===== config.mk =====
export PLATFORM = sky130hd
export DESIGN_NAME = recon_luma4x4_flat
export DESIGN_NICKNAME = d
export VERILOG_FILES = /design/src/rtl/recon_luma4x4_if.sv /design/src/rtl/recon_luma4x4.sv /design/src/flat_wrapper.sv
export SDC_FILE = /design/constraint.sdc
export NUM_CORES = 1
export LEC_CHECK = 0
export CAP_MARGIN = 20
export CORE_MARGIN = 4
export CORE_UTILIZATION = 40
export CTS_BUF_LIST = sky130_fd_sc_hd__clkbuf_4 sky130_fd_sc_hd__clkbuf_8 sky130_fd_sc_hd__clkbuf_16
export CTS_CLUSTER_SIZE = 30
export DETAILED_ROUTE_END_ITERATION = 8
export HOLD_SLACK_MARGIN = 0.08
export MAX_ROUTING_LAYER = met4
export PLACE_DENSITY = 0.67
export SLEW_MARGIN = 5
export SYNTH_ARGS = -nofsm -noshare
export SYNTH_HDL_FRONTEND = slang
export SYNTH_SLANG_ARGS = --single-unit

===== constraint.sdc =====
create_clock -name clk -period 4 [get_ports clk]
set_clock_uncertainty 0.1 [all_clocks]
set_input_delay 0.6 -clock clk [delete_from_list [all_inputs] [get_ports clk]]
set_output_delay 0.6 -clock clk [all_outputs]
set_load 0.02 [all_outputs]

===== src/rtl/recon_luma4x4_if.sv =====
`default_nettype none
// ============================================================================
// Module      : recon_luma4x4_if
// Description : Block handshake bundle for the 4x4 luma reconstruction stage.
//               Carries the pred/res input block, the reconstructed output
//               block and its intra-prediction neighbour views.
// Revision    : 1.0 - initial release
// ============================================================================
interface recon_luma4x4_if #(
  parameter int RES_W = 9
) ();

  // Input side: prediction + residual block, raster order (index = 4*row+col)
  logic                        in_valid;
  logic                        in_ready;
  logic [15:0][7:0]            pred;
  logic [15:0][RES_W-1:0]      res;

  // Output side: reconstructed block and its neighbour views
  logic                        out_valid;
  logic                        out_ready;
  logic [15:0][7:0]            recon;
  logic [3:0][7:0]             bottom_row;
  logic [3:0][7:0]             right_col;
  logic [3:0]                  blk_idx;

  // Reconstruction stage side
  modport slave (
    input  in_valid, pred, res, out_ready,
    output in_ready, out_valid, recon, bottom_row, right_col, blk_idx
  );

  // Producer/consumer side
  modport master (
    output in_valid, pred, res, out_ready,
    input  in_ready, out_valid, recon, bottom_row, right_col, blk_idx
  );

endinterface
`default_nettype wire


===== src/rtl/recon_luma4x4.sv =====
`default_nettype none
// ============================================================================
// Module      : recon_luma4x4
// Description : 4x4 intra luma reconstruction. Latches one block of
//               prediction samples and signed residuals, adds them one row
//               per cycle with saturation to 0..255, then presents the block
//               plus its bottom row / right column as prediction neighbours.
// Revision    : 1.0 - initial release
// ============================================================================
module recon_luma4x4 #(
  parameter int RES_W = 9
) (
  input  logic          clk,
  input  logic          reset,    // asynchronous, active-low
  input  logic          enable,   // global advance; 0 freezes all state
  recon_luma4x4_if.slave bus
);

  typedef enum logic [1:0] {
    IDLE = 2'd0,
    ROW  = 2'd1,
    DONE = 2'd2
  } state_t;

  // Saturation bound expressed at the full sum width so compares stay signed
  localparam logic signed [RES_W:0] PIX_MAX = (RES_W+1)'(255);

  state_t                      state;
  logic [1:0]                  row;
  logic                        in_ready_q;
  logic                        out_valid_q;
  logic [3:0]                  blk_q;

  // Row-major storage: [row][col][sample], same bit layout as the raster bus
  logic [3:0][3:0][7:0]        pred_q;
  logic [3:0][3:0][RES_W-1:0]  res_q;
  logic [3:0][3:0][7:0]        recon_q;

  // Saturated sums for the row currently addressed by the row counter
  logic [3:0][7:0]             row_sum;

  // Unsigned pred + signed residual, clipped to the 8-bit pixel range.
  // RES_W+1 bits is enough for -2^(RES_W-1) .. 255 + 2^(RES_W-1)-1.
  function automatic logic [7:0] clip_add(input logic [7:0] p,
                                          input logic [RES_W-1:0] r);
    logic signed [RES_W:0] sum;
    sum = $signed({{(RES_W-7){1'b0}}, p}) + $signed({r[RES_W-1], r});
    if (sum[RES_W]) begin
      clip_add = 8'd0;
    end else if (sum > PIX_MAX) begin
      clip_add = 8'hff;
    end else begin
      clip_add = sum[7:0];
    end
  endfunction

  // Four column adders shared across rows; the row counter selects the operands
  generate
    for (genvar c = 0; c < 4; c++) begin : g_col
      assign row_sum[c] = clip_add(pred_q[row][c], res_q[row][c]);
    end
  endgenerate

  // Neighbour views are pure wiring off the recon register
  assign bus.bottom_row = recon_q[3];
  generate
    for (genvar r = 0; r < 4; r++) begin : g_right
      assign bus.right_col[r] = recon_q[r][3];
    end
  endgenerate

  assign bus.recon     = recon_q;
  assign bus.blk_idx   = blk_q;
  assign bus.in_ready  = in_ready_q;
  assign bus.out_valid = out_valid_q;

  // Block FSM: accept, reconstruct one row per enabled cycle, hold until taken.
  // Handshake flags are registered alongside the state so they never glitch.
  always_ff @(posedge clk or negedge reset) begin
    if (!reset) begin
      state       <= IDLE;
      row         <= 2'd0;
      in_ready_q  <= 1'b1;
      out_valid_q <= 1'b0;
      blk_q       <= 4'd0;
      pred_q      <= '0;
      res_q       <= '0;
      recon_q     <= '0;
    end else if (enable) begin
      case (state)
        IDLE: begin
          if (bus.in_valid) begin
            // Inputs are captured here so the source may change them at once
            pred_q     <= bus.pred;
            res_q      <= bus.res;
            row        <= 2'd0;
            in_ready_q <= 1'b0;
            state      <= ROW;
          end
        end

        ROW: begin
          // Rows not yet reached keep the previous block's samples
          recon_q[row] <= row_sum;
          row          <= row + 2'd1;
          if (row == 2'd3) begin
            out_valid_q <= 1'b1;
            state       <= DONE;
          end
        end

        DONE: begin
          if (bus.out_ready) begin
            blk_q       <= blk_q + 4'd1;
            out_valid_q <= 1'b0;
            in_ready_q  <= 1'b1;
            state       <= IDLE;
          end
        end

        default: begin
          // Unreachable encoding: recover to a clean idle
          out_valid_q <= 1'b0;
          in_ready_q  <= 1'b1;
          state       <= IDLE;
        end
      endcase
    end
  end

endmodule
`default_nettype wire


===== src/flat_wrapper.sv =====
// flat-port wrapper written by rule: the top's interface ports become plain ports
module recon_luma4x4_flat 
#(
  parameter int RES_W = 9
)
  (clk, reset, enable, bus_in_valid, bus_pred, bus_res, bus_out_ready, bus_in_ready, bus_out_valid, bus_recon, bus_bottom_row, bus_right_col, bus_blk_idx);
  recon_luma4x4_if #(.RES_W(RES_W)) bus_i ();
  input  logic clk;
  input  logic reset;
  input  logic enable;
  input wire logic [$bits(bus_i.in_valid)-1:0] bus_in_valid;
  input wire logic [$bits(bus_i.pred)-1:0] bus_pred;
  input wire logic [$bits(bus_i.res)-1:0] bus_res;
  input wire logic [$bits(bus_i.out_ready)-1:0] bus_out_ready;
  output wire logic [$bits(bus_i.in_ready)-1:0] bus_in_ready;
  output wire logic [$bits(bus_i.out_valid)-1:0] bus_out_valid;
  output wire logic [$bits(bus_i.recon)-1:0] bus_recon;
  output wire logic [$bits(bus_i.bottom_row)-1:0] bus_bottom_row;
  output wire logic [$bits(bus_i.right_col)-1:0] bus_right_col;
  output wire logic [$bits(bus_i.blk_idx)-1:0] bus_blk_idx;
  assign bus_i.in_valid = bus_in_valid;
  assign bus_i.pred = bus_pred;
  assign bus_i.res = bus_res;
  assign bus_i.out_ready = bus_out_ready;
  assign bus_in_ready = bus_i.in_ready;
  assign bus_out_valid = bus_i.out_valid;
  assign bus_recon = bus_i.recon;
  assign bus_bottom_row = bus_i.bottom_row;
  assign bus_right_col = bus_i.right_col;
  assign bus_blk_idx = bus_i.blk_idx;
  recon_luma4x4 #(.RES_W(RES_W)) u_core (.clk(clk), .reset(reset), .enable(enable), .bus(bus_i));
endmodule

run_1/placement_by_type.png
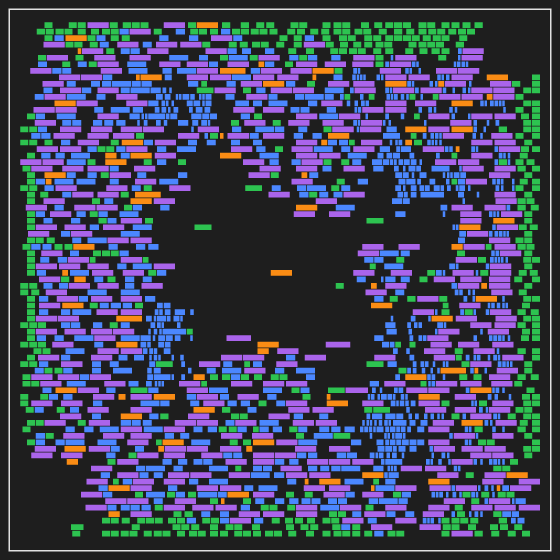
Blue is combinational and other logic, cells 885, share of their area 32%. Green is other buffers and delay cells, cells 512, share of their area 21%. Purple is flops, cells 410, share of their area 41%. Orange is clock drivers and dummy loads, cells 82, share of their area 6.2%.
Util after Layout: 54.9%
fin area: 25,600 um^2

run_1/congestion.png
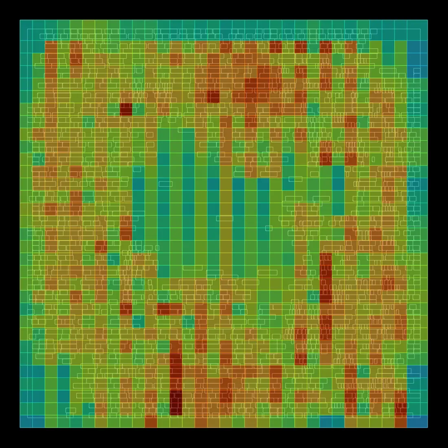
GR Util All Layers: 21.3%
DR WL/cell: 21.0 um

==> CHANGELOG.md, run 1 <==
### Changed

- Starting DRC count in detailed routing: 741
- Die ar.: 50,700 um^2
- Internal power: around 16 mW
- Worst r2r dst: u_core.bus.recon[61]
- Hold Path Origin: u_core.bus.in_ready
- CTS tree: built
- Post-synth top area cell: dfrtp_1
- Worst-path clk slew: approximately 0.060 ns
- Final setup viols: 0
- Setup TNS: 0 ns
- Mux frac, synth: around a quarter
- Number of nets at floorplan: about 1,800
- Worst vdd ir: between 0.5 and 0.6 mV
- Worst Hold Depth: 2
- Top logic family: multiplexers
- Critical Path RT: approximately 4.4 ns
- Top cells by area: dfrtp_1 (54%), mux2_2 (16%), mux4_2 (8.1%)
- Port bufs: about 470
- Aoi share: 7.45%
- Total chip power: around 27 mW
- FF+latch area: 10,300 um^2
- HP Class: flip-flop to flip-flop
- Critical Path Max Stage Delay: ~0.7 ns
- Slew Limit Fails: 0
- XOR Share, Synth: 1.49%
- Worst r2r src: u_core.row[0]
- Reg2reg path depth: 11
- TritonCTS buffer count: approximately 45
- Synthesized area: 18,900 um^2
- DRT Pass-1 Iters: 4
- CP max stage cell: dfrtp_4
- Top power group: combinational logic
- Crit share post-route: a little over 90%
- Fp util: approximately two fifths
- Max reg flops: between 100 and 150
- Mapped Cells: 1,432
- Setup crit start: u_core.row[0]
- Clk. pwr: about 4.3 mW
- Critical Path Sink Type: flip-flop
- Register-to-register setup slack: 0.28 ns
- Antenna Violating Nets Remaining: 0
- GPL Wtd Cong: 0.865
- Post-DP Area: ~24,000 um^2
- Max-slew headroom: 39.1%
- Top-count cell post-synth: dfrtp_1
- Post-synth top flop: dfrtp_1
- Crit Path Class: flip-flop to flip-flop
- Sequential cell fraction of total power: between 20% and 30%
- Critical path depth: 11
- Seq/Total Area, Yosys: a little over half
- CP bufs+invs: 3
- CP Data Arrival Time: about 4.1 ns
- Combinational Power Share: about 56%
- Die H: around 230 um
- Power density over cell area: 1050 nW/um^2
- Sw Ratio: approximately two fifths
- Outcome: finished, final reports clean
- Post-Place Setup Slack: 0.106 ns
- Count of final hold-check violations: 0
- Clk sinks: between 400 and 500
- Seq. pwr: ~7.5 mW
- Latency at later pin: about 0.57 ns
- Yosys cell count: approximately 1,400
- Post-CTS Hold Buffers: 1
- Sw Pwr: 11.2 mW
- Largest net degree at the start of global routing: 113
- Yosys warns: 0
- CP top delay family: AND-OR/OR-AND gates
- Grt ovf: 0
run_1/metal_density.png
Scale bar: 50 um. 23 x 23 tiles, from dark blue (low) to red (high), scaled to the fullest tile. Values are wire area over tile area, all layers added.
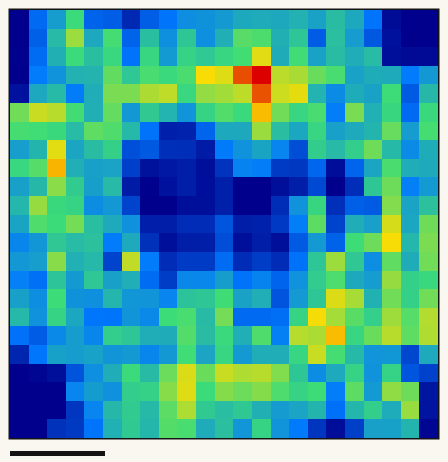
The emptiest ninth of the die: middle. 23% of the tiles are over half the peak. The fullest tile reaches 0.46. The mean over all tiles is 0.17. 5.5% of the tiles are nearly empty.
total wire length: 52.7 mm
routed vias: 12,744

run_1/sizes.png
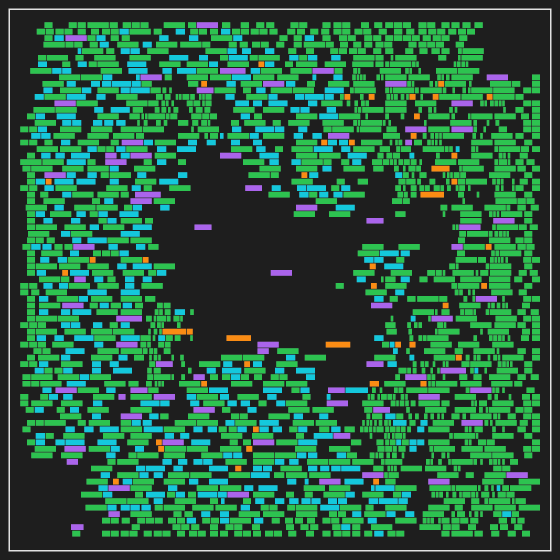
Orange is _3 and _4 cells, cells 44. Purple is _6 and larger, cells 71. Green is _0 and _1 cells, cells 1,403. Cyan is _2 cells, cells 371.
post-route setup slack: 0.279 ns
count of plain and timing-repair buffers: 512
Layout area overhead: 35.6%

[run 1: cell type report]
| cell class | count | area share [%] |
|---|---|---|
| clock inverter | 19 | 0.811 |
| tap | 607 | 2.97 |
| timing repair buffer | 512 | 20.2 |
| multi-input combinational | 859 | 30.2 |
| antenna | 14 | 0.137 |
| sequential | 410 | 40.1 |
| clock buffer | 63 | 5.23 |
| inverter | 26 | 0.381 |
[run 1: per-layer routing]
metal,vias to the layer above,wire [um],global-route usage [%]
met5,-,0,-
met4,0,1020,5.51
met3,62,3610,6.14
met2,343,25700,33.9
met1,6416,22400,27.1
li1,5923,-,-
run_1/cell_density.png
Scale bar: 50 um. 23 x 23 tiles, from dark blue (low) to red (high), 0 to 100% covered.
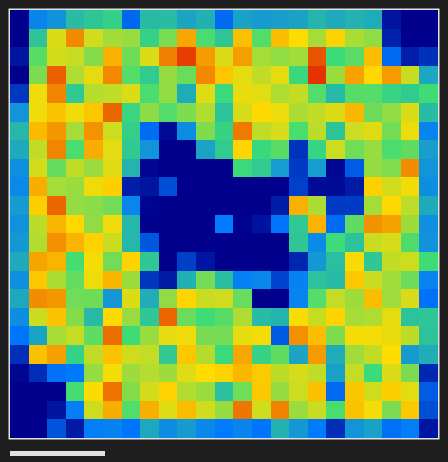

--- run 2 (diff from run 1) ---
- CELL_PAD_IN_SITES_DETAIL_PLACEMENT: unset -> 0
- CELL_PAD_IN_SITES_GLOBAL_PLACEMENT: unset -> 1
- CORE_ASPECT_RATIO: unset -> 0.75
- CORE_MARGIN: 4 -> unset
- PLACE_DENSITY: 0.67 -> unset
- PLACE_DENSITY_LB_ADDON: unset -> 0.1
run_2/cell_density.png
Scale bar: 100 um. 25 x 19 tiles, from dark blue (low) to red (high), 0 to 100% covered.
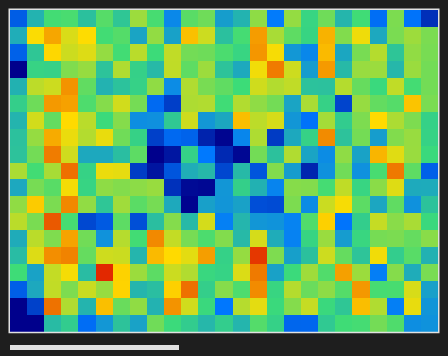
The mean over all tiles is 51%. The emptiest ninth of the die: middle. The fullest tile reaches 95%. 9.9% of the tiles are over 75% full. 1.9% of the tiles are nearly empty.
fp util: 40.8%
Placeable Area: 46,300 um^2
Util after Layout: 55.2%

==> run 2 against run 1 <==
  * First-iteration DRC count shrank 1.2%
  * Non-clock buffer count shrank 3
  * Largest power group unchanged
  * Area after synthesis is the same
  * Count of clock-buffer cells in the layout is the same
  * Routed wire length grew 1.2%
  * Register-to-register slack is essentially flat
  * Via count shrank 0.51%
  * Critical endpoint is now u_core.bus.recon[62]
==> CHANGELOG.md, run 2 <==
### Changed

- Tapcell Cnt: 630 (+3.8%)
- Comb area share: 30.3% (+0.071 points)
- Met2 usage: 33.3% (-0.52 points)
- Post-DP Area: 24,000 um^2 (about the same)
- Slew Limit Fails: 0 (unchanged)
- TritonCTS buffer count: 42 (-6.7%)
- Post-synth top flop: dfrtp_1
- Seq. pwr: 7.49 mW (about the same)
- ANT cells: 6 (-8)
- Top cells by area: dfrtp_1 (54%), mux2_2 (16%), mux4_2 (8.1%)
- Seq/Total Area, Yosys: 54.3% (unchanged)
- Outcome: finished, final reports clean
- Layout area overhead: 35.2%
- Multi-In Gates: 859 (unchanged)
- Routed vias: 12,679 (-0.51%)
- HP Class: flip-flop to flip-flop
- Max-slew headroom: 41.2% (+2.1 points)
- Latency at later pin: 0.55 ns (-0.02 ns)
- Power density over cell area: 1060 nW/um^2 (+0.89%)
- Top-count cell post-synth: dfrtp_1
- Met1 Usage GRT: 34.1% (+7.0 points)
- Die H: 190 um (-16%)
- Flip-flops: 410 (unchanged)
- Share of cells above drive strength 1: 25.2%
- Clk. pwr: 4.22 mW (-1%)
- Worst Hold Depth: 2 (unchanged)
- Antenna Violating Nets Remaining: 0 (unchanged)
- Largest type area fraction: approximately 54%
- Most flops, register: u_core.res_q
- Total wire length: 53.4 mm (+1.2%)
- Register-to-register setup slack: 0.27 ns (about the same)
- Sequential cell fraction of total power: 27.6% (-0.2 points)
- DR WL/cell: 21.2 um (+1.1%)
- Worst vdd ir: 0.640 mV (+6.8%)
- Synthesized area: 18,900 um^2 (unchanged)
- Internal power: 15.6 mW (-1.1%)
- DRT Pass-1 Iters: 5 (+1)
- Hold Path Origin: u_core.bus.recon[52]
- Starting DRC count in detailed routing: 732 (-1.2%)
- NonClk Buf Share: 20.1% (-0.021 points)
- Die ar.: 48,100 um^2 (-5.2%)
- Clk sinks: 410 (unchanged)
- Met3 Use GR: 3.19% (-2.9 points)
- Final min period: roughly 3.7 ns
- Mapped Cells: 1,432 (unchanged)
- CP max stage cell: xnor2_1
- Top power group: combinational logic
- Fin area: 25,500 um^2 (-0.33%)
- Sw Ratio: 42.5% (+0.98 points)
- Setup crit start: u_core.row[0]
- CP bufs+invs: 2 (-1)
- Crit share post-route: 93.2% (+0.21 points)
- Total chip power: 27.1 mW (+0.56%)
- Yosys cell count: 1,432 (unchanged)
- Max-area cell class: sequential cells
- Inverters: 26 (unchanged)
- Setup TNS: 0 ns (unchanged)
- FF+latch area: 10,300 um^2 (unchanged)
- Critical Path End: u_core.bus.recon[62]
- Yosys warns: 0 (unchanged)
- Worst-path clk slew: 0.06 ns (about the same)
- Port bufs: 474 (unchanged)
- Post-synth top area cell: dfrtp_1
- Post-CTS Hold Buffers: 1 (unchanged)
- Grt ovf: 0 (unchanged)
- Grt peak-use layer: met1
- CTS tree: built
- CLK BUF: 63 (unchanged)
- Rows: about 70
- GPL Wtd Cong: 0.816 (-5.6%)
- Post-Place Setup Slack: 0.308 ns (+0.202 ns)
- CP Data Arrival Time: 4.07 ns (-0.02 ns)
- Critical Path Sink Type: flip-flop
- Worst r2r src: u_core.row[0]
- Clk cell area share: 5.81% (-0.23 points)
- Largest net degree at the start of global routing: 119 (+5.3%)
- Critical Path Max Stage Delay: 0.59 ns (-0.11 ns)
- Crit Path Class: flip-flop to flip-flop
- Count of final hold-check violations: 0 (unchanged)
- GR Util All Layers: 23.0% (+1.7 points)
- Worst r2r dst: u_core.bus.recon[62]
- Number of nets at floorplan: 1,750 (unchanged)
- Combinational Power Share: 56.8% (+0.5 points)
- Count of plain and timing-repair buffers: 509 (-0.59%)
- Critical Path RT: 4.34 ns (-0.02 ns)
- Max reg flops: 144 (unchanged)
- Final setup viols: 0 (unchanged)
- Post-route setup slack: 0.270 ns (-0.00821 ns)
- Critical path depth: 11 (unchanged)
- Sw Pwr: 11.5 mW (+2.9%)
- Reg2reg path depth: 11 (unchanged)
- CP top delay family: AND-OR/OR-AND gates
## run 2: cell counts after synthesis
Identical to the previous run, type by type.
## run 2: tightest hold or removal path, stage by stage (launching register included)
cell     delay (ns)
dfrtp_1        0.34
nand2_1        0.04
o21ai_0        0.06
## run 2: per-layer routing
| layer | routed length, um | share of wire [%] |
|---|---|---|
| met1 | 26400 | 49 |
| met2 | 24000 | 45 |
| met3 | 2260 | 4.2 |
| met4 | 722 | 1.4 |
| met5 | 0 | 0 |
## run 2: cells by family after synthesis
family	after synthesis	share of synthesized area, %
fa+ha+maj	41	2.88
mux	342	24.5
buf+inv	163	4.80
xor+xnor	27	1.49
simple gates	211	4.59
compound gates	238	7.45
flops	410	54.3
run_2/placement_by_type.png
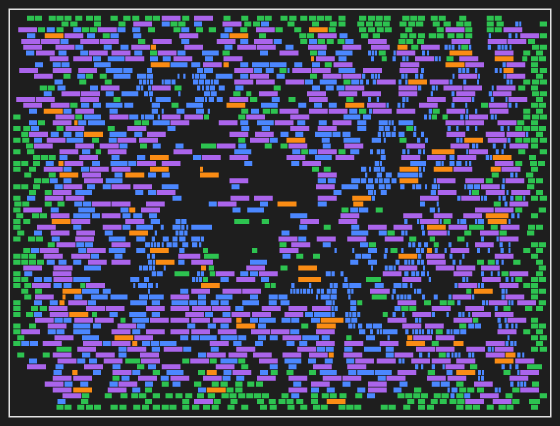

--- run 3 (diff from run 2) ---
- CORE_MARGIN: unset -> 2
run_3/placement_by_type.png
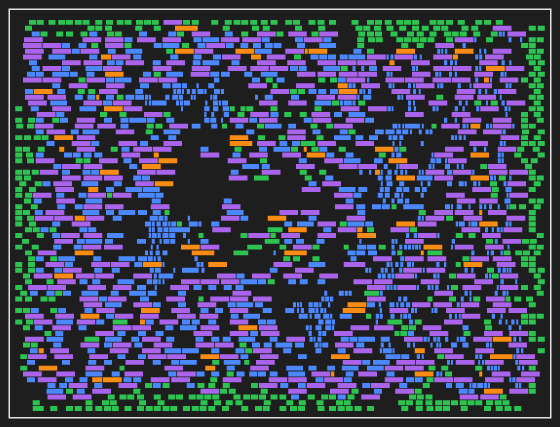
Orange is clock drivers and dummy loads, cells 76, share of their area 6.2%. Blue is combinational and other logic, cells 885, share of their area 32%. Purple is flops, cells 410, share of their area 41%. Green is other buffers and delay cells, cells 507, share of their area 21%.
Seq area share: 40.2%
fin area: 25,600 um^2
Util after Layout: 55.2%
Rows: 68

==> run 3 against run 2 <==
  * Routed wire length fell by 0.43%
  * Final cell count is essentially flat
  * Register-to-register slack got worse by 0.04 ns
==> CHANGELOG.md, run 3 <==
### Changed

- Met1 Usage GRT: 32.4% (-1.8 points)
- Synthesized area: 18,900 um^2 (unchanged)
- Layout area overhead: 35.4%
- Post-Place Setup Slack: 0.261 ns (-0.0468 ns)
- Outcome: finished, final reports clean
- Top sig layer: met4
- Yosys cell count: 1,432 (unchanged)
- Met2 WL post-DR: 24.2 mm (+0.93%)
- Post-route setup slack: 0.234 ns (-0.0368 ns)
- Worst vdd ir: 0.527 mV (-18%)
- Mux frac, synth: 24.5% (unchanged)
- Sequential cell fraction of total power: 27.6% (about the same)
- Seq/Total Area, Yosys: 54.3% (unchanged)
- Seq. pwr: 7.49 mW (about the same)
- Max-slew headroom: 47.2% (+6.0 points)
- Setup TNS: 0 ns (unchanged)
- Latency at later pin: 0.55 ns (about the same)
- Internal power: 15.7 mW (+0.88%)
- Worst r2r src: u_core.row[1]
- Crit share post-route: 94.2% (+0.92 points)
- Routed vias: 12,808 (+1.0%)
- Sw Ratio: 42.1% (-0.41 points)
- CP bufs+invs: 2 (unchanged)
- CP Data Arrival Time: 4.05 ns (-0.02 ns)
- Met2 usage: 33.0% (-0.31 points)
- Crit Path Class: flip-flop to flip-flop
- Worst r2r dst: u_core.bus.recon[30]
- Final min period: 3.77 ns (+0.0368 ns)
- Largest net degree at the start of global routing: 94 (-21%)
- DR WL/cell: 21.2 um (-0.39%)
- Power density over cell area: 1060 nW/um^2 (about the same)
- Number of nets at floorplan: 1,750 (unchanged)
- Clk sinks: 410 (unchanged)
- Max reg flops: 144 (unchanged)
- Sw Pwr: 11.4 mW (-0.80%)
- Met1 WL: 25.2 mm (-4.4%)
- Starting DRC count in detailed routing: 648 (-11%)
- Met3 Use GR: 4.26% (+1.1 points)
- DRT Pass-1 Iters: 5 (unchanged)
- TritonCTS buffer count: 43 (+2.4%)
- Antenna Violating Nets Remaining: 0 (unchanged)
- Combinational Power Share: 56.7% (about the same)
- GPL Wtd Cong: 0.817 (+0.11%)
- Critical Path End: u_core.bus.recon[30]
- Slew Limit Fails: 0 (unchanged)
- Reg2reg path depth: 11 (unchanged)
- Largest type area fraction: 54.2% (unchanged)
- Share of cells above drive strength 1: 25.2% (+0.040 points)
- Critical Path Max Stage Delay: 0.82 ns (+0.23 ns)
- Grt ovf: 0 (unchanged)
- Worst-path clk slew: 0.06 ns (about the same)
- GR Util All Layers: 22.4% (-0.60 points)
- CP max stage cell: dfrtp_4
- CP top delay family: AND-OR/OR-AND gates
- Setup crit start: u_core.row[1]
- Post-CTS Hold Buffers: 1 (unchanged)
- Top cells by area: dfrtp_1 (54%), mux2_2 (16%), mux4_2 (8.1%)
- Simple share: 4.59% (unchanged)
- Critical Path RT: 4.28 ns (-0.06 ns)
- Die ar.: 49,000 um^2 (+1.9%)
- Met3 WL: 3.01 mm (+33%)
- Critical Path Sink Type: flip-flop
- Hold Path Origin: u_core.bus.in_ready
- Placeable Area: 46,300 um^2 (unchanged)
- Final setup viols: 0 (unchanged)
- Post-synth top flop: dfrtp_1
- Aoi share: 7.45% (unchanged)
- Fp util: 40.8% (unchanged)
- Die H: 192 um (+1.1%)
- Total chip power: 27.2 mW (+0.16%)
- XOR Share, Synth: 1.49% (unchanged)
- Mapped Cells: 1,432 (unchanged)
- Grt peak-use layer: met2
-- run 3: netlist changes by cell type in the layout (fill, tap and decap cells not counted), sizes merged --
cell	before	now
diode	6	4
clkinvlp	0	3
clkbuf	63	60
clkinv	5	7
bufinv	5	6
buf	35	33
-- run 3: layout make-up --
| class | instances | area, um^2 |
|---|---|---|
| Fill cell | 3894 | 20700 |
| Sequential cell | 410 | 10300 |
| Multi-Input combinational cell | 859 | 7730 |
| Timing Repair Buffer | 507 | 5140 |
| Clock buffer | 60 | 1290 |
| Tap cell | 630 | 788 |
| Clock inverter | 16 | 238 |
| Inverter | 26 | 97.6 |
| Antenna cell | 4 | 10.0 |
Power figures rest on the tool's default switching activity, not on a simulated workload.
